run_1/met1.png
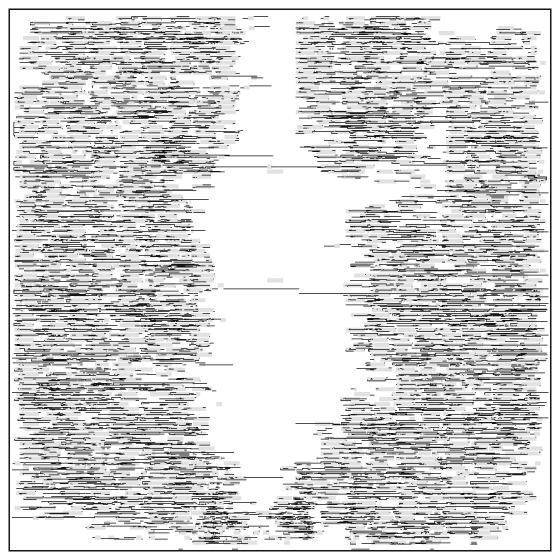
run_1/met2.png
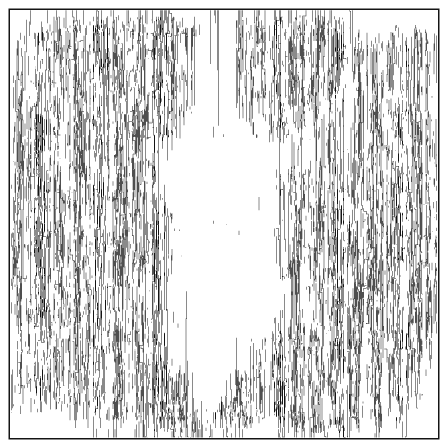
run_1/met4.png
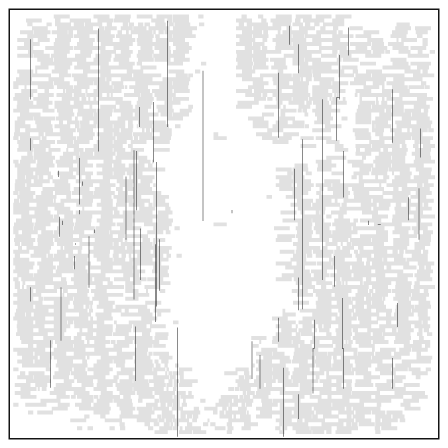
<file path="src/rtl/tinker_io_port.sv">
// Purpose: buffers 64-bit CPU I/O to and from an external host through two circular FIFOs, with sticky overflow and underflow flags.
// Latency: a pushed word reaches the opposite side's head one cycle later, and read data is combinational from the FIFO head.
// Backpressure: host_in_ready is !full. A CPU push into a full output FIFO is dropped and sets overflow, unless the host pops in the same cycle.

module tinker_io_fifo #(
    parameter int DEPTH = 8,
    parameter int WIDTH = 64
) (
    input  logic                     clk,
    input  logic                     reset,
    input  logic                     push,
    input  logic [WIDTH-1:0]         wr_dat,
    input  logic                     pop,
    output logic [WIDTH-1:0]         rd_dat,
    output logic [$clog2(DEPTH):0]   count,
    output logic                     full,
    output logic                     empty
);
    localparam int AW = $clog2(DEPTH);

    logic [WIDTH-1:0] mem [DEPTH];
    logic [AW-1:0]    wr_ptr;
    logic [AW-1:0]    rd_ptr;
    logic             do_push;
    logic             do_pop;

    assign empty   = (count == '0);
    assign full    = (count == (AW+1)'(DEPTH));
    assign do_pop  = pop && !empty;
    // A pop frees the slot the same cycle, so a push into a full FIFO with a concurrent pop is accepted.
    assign do_push = push && (!full || do_pop);
    assign rd_dat  = empty ? '0 : mem[rd_ptr];

    always_ff @(posedge clk or negedge reset) begin
        if (!reset) begin
            wr_ptr <= '0;
            rd_ptr <= '0;
            count  <= '0;
        end else begin
            if (do_push) wr_ptr <= wr_ptr + AW'(1);
            if (do_pop)  rd_ptr <= rd_ptr + AW'(1);
            case ({do_push, do_pop})
                2'b10:   count <= count + (AW+1)'(1);
                2'b01:   count <= count - (AW+1)'(1);
                default: count <= count;
            endcase
        end
    end

    always_ff @(posedge clk) begin
        if (do_push) mem[wr_ptr] <= wr_dat;
    end
endmodule

module tinker_io_port #(
    parameter int DEPTH = 8,
    parameter int WIDTH = 64
) (
    input  logic                     clk,
    input  logic                     reset,
    input  logic                     cpu_out_signal,
    input  logic [WIDTH-1:0]         cpu_out_data,
    input  logic                     cpu_in_signal,
    output logic [WIDTH-1:0]         cpu_in_data,
    output logic                     host_out_valid,
    input  logic                     host_out_ready,
    output logic [WIDTH-1:0]         host_out_data,
    input  logic                     host_in_valid,
    output logic                     host_in_ready,
    input  logic [WIDTH-1:0]         host_in_data,
    output logic [$clog2(DEPTH):0]   in_count,
    output logic [$clog2(DEPTH):0]   out_count,
    output logic                     overflow,
    output logic                     underflow,
    input  logic                     err_clear
);
    logic out_full;
    logic out_empty;
    logic out_pop;
    logic in_full;
    logic in_empty;
    logic ovf_set;
    logic unf_set;

    assign host_out_valid = !out_empty;
    assign host_in_ready  = !in_full;
    assign out_pop        = host_out_valid && host_out_ready;
    assign ovf_set        = cpu_out_signal && out_full && !out_pop;
    assign unf_set        = cpu_in_signal && in_empty;

    tinker_io_fifo #(.DEPTH(DEPTH), .WIDTH(WIDTH)) u_out_fifo (
        .clk    (clk),
        .reset  (reset),
        .push   (cpu_out_signal),
        .wr_dat (cpu_out_data),
        .pop    (out_pop),
        .rd_dat (host_out_data),
        .count  (out_count),
        .full   (out_full),
        .empty  (out_empty)
    );

    tinker_io_fifo #(.DEPTH(DEPTH), .WIDTH(WIDTH)) u_in_fifo (
        .clk    (clk),
        .reset  (reset),
        .push   (host_in_valid && host_in_ready),
        .wr_dat (host_in_data),
        .pop    (cpu_in_signal),
        .rd_dat (cpu_in_data),
        .count  (in_count),
        .full   (in_full),
        .empty  (in_empty)
    );

    // A new error event wins over a coincident clear so it is never lost.
    always_ff @(posedge clk or negedge reset) begin
        if (!reset) begin
            overflow  <= 1'b0;
            underflow <= 1'b0;
        end else begin
            if (ovf_set)        overflow  <= 1'b1;
            else if (err_clear) overflow  <= 1'b0;
            if (unf_set)        underflow <= 1'b1;
            else if (err_clear) underflow <= 1'b0;
        end
    end
endmodule
</file>
<file path="config.mk">
export PLATFORM = sky130hd
export DESIGN_NAME = tinker_io_port
export DESIGN_NICKNAME = d
export VERILOG_FILES = /design/src/rtl/tinker_io_port.sv
export SDC_FILE = /design/constraint.sdc
export NUM_CORES = 1
export LEC_CHECK = 0
export CORE_MARGIN = 2
export CORE_UTILIZATION = 46
export CTS_BUF_LIST = sky130_fd_sc_hd__clkbuf_8 sky130_fd_sc_hd__clkbuf_16
export CTS_CLUSTER_DIAMETER = 100
export DETAILED_ROUTE_END_ITERATION = 8
export GPL_TIMING_DRIVEN = 0
export PLACE_DENSITY = 0.7
export SETUP_SLACK_MARGIN = 0.1
export SLEW_MARGIN = 20
export SYNTH_ARGS = -nofsm -noshare
export SYNTH_HDL_FRONTEND = slang
export SYNTH_SLANG_ARGS = --single-unit
</file>
<file path="constraint.sdc">
create_clock -name clk -period 15.7 [get_ports clk]
set_input_delay 4.71 -clock clk [delete_from_list [all_inputs] [get_ports clk]]
set_output_delay 4.71 -clock clk [all_outputs]
set_load 0.01 [all_outputs]
</file>
==> flow_metrics.tcl, run 1 <==
# metrics dict for downstream scripts
set metrics [dict create \
    final_cell_area_um2 48500 \
    top_cells_by_area "edfxtp_1 78%, mux4_2 15%, a22o_1 2.8%" \
    num_rows 107 \
    drc 0 \
    top_regs "u_in_fifo.mem x512, u_out_fifo.mem x512" \
    stdcell_count 3365 \
    holdWs_ns 0.513 \
    synth_area_um2 39500 \
    grt_pass1_vias 20147 \
    crit_path_end_kind "primary output" \
    antenna_found_initial 11 \
    cts_buffers 102 \
    postCtsSetupBuffers 0 \
    clock_skew_ns 0.0534 \
    wl_met2_um 45000 \
    final_max_slew_viol_count 0 \
    cts_resized 0 \
    setup_viol 0 \
    cp_slowest_cell "clkbuf_1" \
    r2r-end "u_in_fifo.count[3]$_DFFE_PN0P_" \
    die_h_um 297 \
    dp_slack_ns 7.64 \
    reg2reg_from "u_in_fifo.count[2]$_DFFE_PN0P_" \
    grt_max_degree 23 \
    syn_inst 1629 \
    status "complete, no violations" \
    dp_cells 3172 \
    diodes 0 \
    buf_share_pct 9.29 \
    clock.latency.late_pin_ns 0.68 \
    crit_fanout 10 \
    avgSynthCellArea_um2 24.2 \
    drt_first_iter_violations 1466 \
    ff_type "edfxtp_1" \
    cp-startpoint "u_in_fifo.rd_ptr[0]$_DFFE_PN0P_" \
    tritoncts "built" \
    ys_types 46 \
    yosys_warnings 0 \
    clk_path_buf_depth 3 \
    yosys_area_um2 39500 \
    pg_clk_uw 2450 \
    synth_seq_share_pct 79.3 \
    inverters 9 \
    nets 2278 \
    grt.total_usage_pct 19.7 \
    hold_depth 1 \
    cp.buffers_inverters 3 \
    drive_gt1_share_pct 28.0 \
    setup_tns_ns 0 \
]
About met1.png:
- share of all routed wire: 39%
- main direction: horizontal
- longest straight run: 81.0 µm
total number of vias: 18,967
final wirelength: 86,600 µm
met1 Track Usage GR: 24.6%

About met2.png:
- main direction: vertical
- share of all routed wire: 52%
- wire length on this layer: 45.0 mm
- longest straight run: 103 µm
- nets with wire on the layer: 2,140
met2 Use GR: 34.3%

About met4.png:
- nets with wire on the layer: 30
- wire length on this layer: 1,990 µm

run 1: worst reg2reg max path: cells and delay by family (launching register included):
family | cells | cell delay [ns]
adder cells (fa/ha/maj) | 2 | 0.70
AND-OR/OR-AND | 2 | 0.26
buffers and inverters | 1 | 0.17
AND/OR/NAND/NOR | 3 | 1.55
flip-flops | 1 | 0.43
run 1: cells in the final DEF, fill, tap and decap left out, types with 2 or more instances in the layout:
master,instances
clkinv_2,20
xnor2_1,11
buf_16,12
clkinv_1,23
nor4_2,2
or4_1,2
buf_6,29
nor3b_1,3
a22o_1,127
buf_4,66
ha_1,10
clkdlybuf4s50_1,273
nand3_1,6
nor3_2,8
nand2b_1,5
nor2_1,2
mux4_2,256
dfrtp_1,22
o211ai_1,3
clkbuf_16,102
nor2_4,6
mux2_2,5
buf_2,59
clkinv_8,3
bufinv_16,11
a21oi_1,3
inv_1,24
nand2_1,5
xor2_1,2
clkbuf_8,6
a22o_2,3
buf_12,9
edfxtp_1,1024
clkinvlp_4,7
clkinv_16,4
mux2i_1,2
or4b_2,3
clkbuf_1,35
buf_1,4
run 1: routing by layer:
layer	global-route usage, %	vias to the layer above
met5	0	-
met4	5.57	22
met3	4.87	141
met2	34.3	624
met1	24.6	10086
li1	-	8094
run 1: cell families (layout without fill, tap and decap cells):
logic type | count (synthesis) | in the layout | synth area share, %
flip-flops | 1046 | 1046 | 79.3
multiplexers | 264 | 264 | 14.8
AND-OR/OR-AND | 145 | 145 | 3.18
buffers and inverters | 97 | 689 | 1.25
AND/OR/NAND/NOR | 53 | 53 | 0.802
XOR/XNOR | 13 | 13 | 0.288
adder cells (fa/ha/maj) | 11 | 11 | 0.368
run_1/final_congestion.png
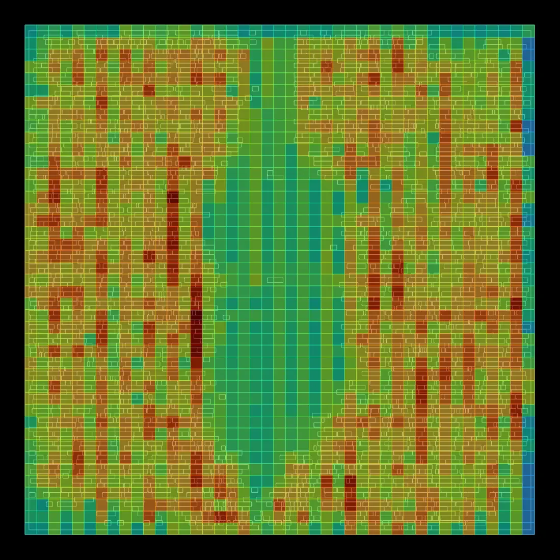

## Run 2: what changed since run 1
==> constraint.sdc (replaced) <==
create_clock -name clk -period 8.7 [get_ports clk]
set_input_delay 2.61 -clock clk [delete_from_list [all_inputs] [get_ports clk]]
set_output_delay 2.61 -clock clk [all_outputs]
set_load 0.01 [all_outputs]
run_2/final_congestion.png
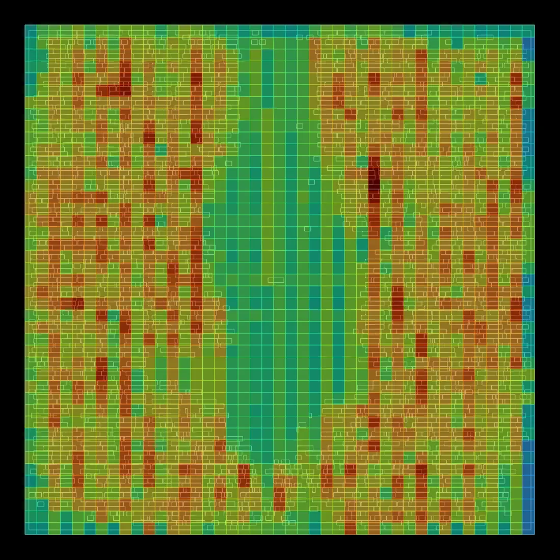
GRT Resource Usage Total: 19.8%
met3 Resource Use GR: 4.56%
post-DR wirelength/cell: 26.2 µm
met2 Use GR: 34.2%
grt peak-use layer: met2

run_2/density.png
Bar = 100 µm. 30 x 30 tiles, from dark blue (low) to red (high), 0 to 100% covered.
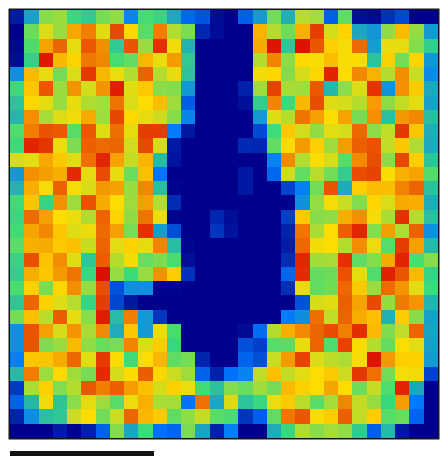
- nearly empty tiles: 16%
- emptiest ninth of the die: center
- mean over tiles: 53%
- tiles over 75% full: 31%
- fullest tile: 98%
fin util: 56.7%
core region area: 85,100 µm²
fp util: 46.4%

==> flow_metrics.tcl, run 2 <==
# metrics dict for downstream scripts
set metrics [dict create \
    status "complete, no violations" \
    postCtsSetupBuffers 0 \
    die_h_um 297 \
    grt_pass1_vias 19958 \
    stdcell_count 3352 \
    clock.latency.late_pin_ns 0.65 \
    dp_slack_ns 2.75 \
    top_regs "u_in_fifo.mem x512, u_out_fifo.mem x512" \
    final_layout_top_logic_cells "1,024 x edfxtp_1, 273 x clkdlybuf4s50_1, 256 x mux4_2" \
    synth_seq_share_pct 79.3 \
    tritoncts "built" \
    nets 2264 \
    wl_met2_um 45600 \
    syn_inst 1629 \
    holdWs_ns 0.515 \
    avgSynthCellArea_um2 24.2 \
    synth_area_um2 39500 \
    num_rows 107 \
    layout_top_cell "edfxtp_1" \
    hold_depth 1 \
    antenna_found_initial 13 \
    clk_path_buf_depth 3 \
    final_max_slew_viol_count 0 \
    drive_gt1_share_pct 27.2 \
    clock_skew_ns 0.0257 \
    drc 0 \
    top_cells_by_area "edfxtp_1 78%, mux4_2 15%, a22o_1 2.8%" \
    yosys_area_um2 39500 \
    cts_buffers 102 \
    grt_max_degree 23 \
    yosys_warnings 0 \
    drt_first_iter_violations 1633 \
]
run_2/met1.png
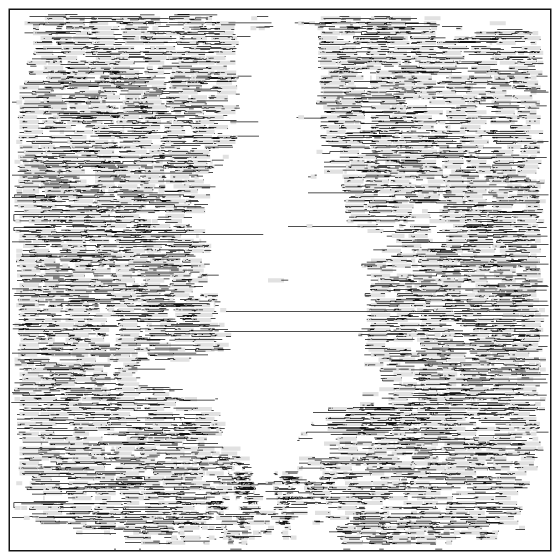
met1 Track Usage GR: 25.5%
final wirelength: 87,700 µm
total number of vias: 19,051

-- run 2: cell counts after synthesis --
Identical to the previous run, type by type.
-- run 2: layout make-up --
class	instances	area share, %
well taps	1144	2.96
diodes	5	0.0259
clock inverters	83	1.26
multi-input cells	486	16.2
inverters	9	0.0700
repair buffers	385	8.23
flip-flops and latches	1046	64.8
plain buffers	88	0.954
clock buffers	106	5.49
-- run 2: power groups by stage --
stage               clock network [µW]  logic (µW)  registers (µW)
global route                      4510        6440            6600
detailed placement                   0        6140            6650
finish                            4250        6060            6550
global placement                     0        5810            6790
CTS                               4320        6190            6550
floorplan                            0        3350            6670
-- run 2: worst paths after layout --
| kind | startpoint | end | slack, ns |
|---|---|---|---|
| hold / removal | underflow$_DFFE_PN0P_ | underflow$_DFFE_PN0P_ | 0.52 |
| max in group asynchronous | reset | u_out_fifo.wr_ptr[2]$_DFFE_PN0P_ | 6.36 |
| min in group asynchronous | reset | underflow$_DFFE_PN0P_ | 1.95 |
| hold reg to reg | underflow$_DFFE_PN0P_ | underflow$_DFFE_PN0P_ | 0.52 |
| setup / recovery | u_in_fifo.rd_ptr[1]$_DFFE_PN0P_ | cpu_in_data[7] | 2.41 |
| setup reg to reg | u_in_fifo.count[3]$_DFFE_PN0P_ | u_in_fifo.mem[3][28]$_DFFE_PP_ | 5.35 |
-- run 2: kinds of logic after synthesis --
group,share of synthesized area [%]
AND-OR/OR-AND,3.18
XOR/XNOR,0.288
adder cells (fa/ha/maj),0.368
buffers and inverters,1.25
flip-flops,79.3
multiplexers,14.8
AND/OR/NAND/NOR,0.802
-- run 2: critical path, delay by kind of cell, from the launching register on --
kind                   cells  cell delay (ns)
buffers and inverters      3             1.95
flip-flops                 1             0.45
multiplexers               1             0.42
AND-OR/OR-AND              1             0.19
Power and IR drop assume default switching activity.
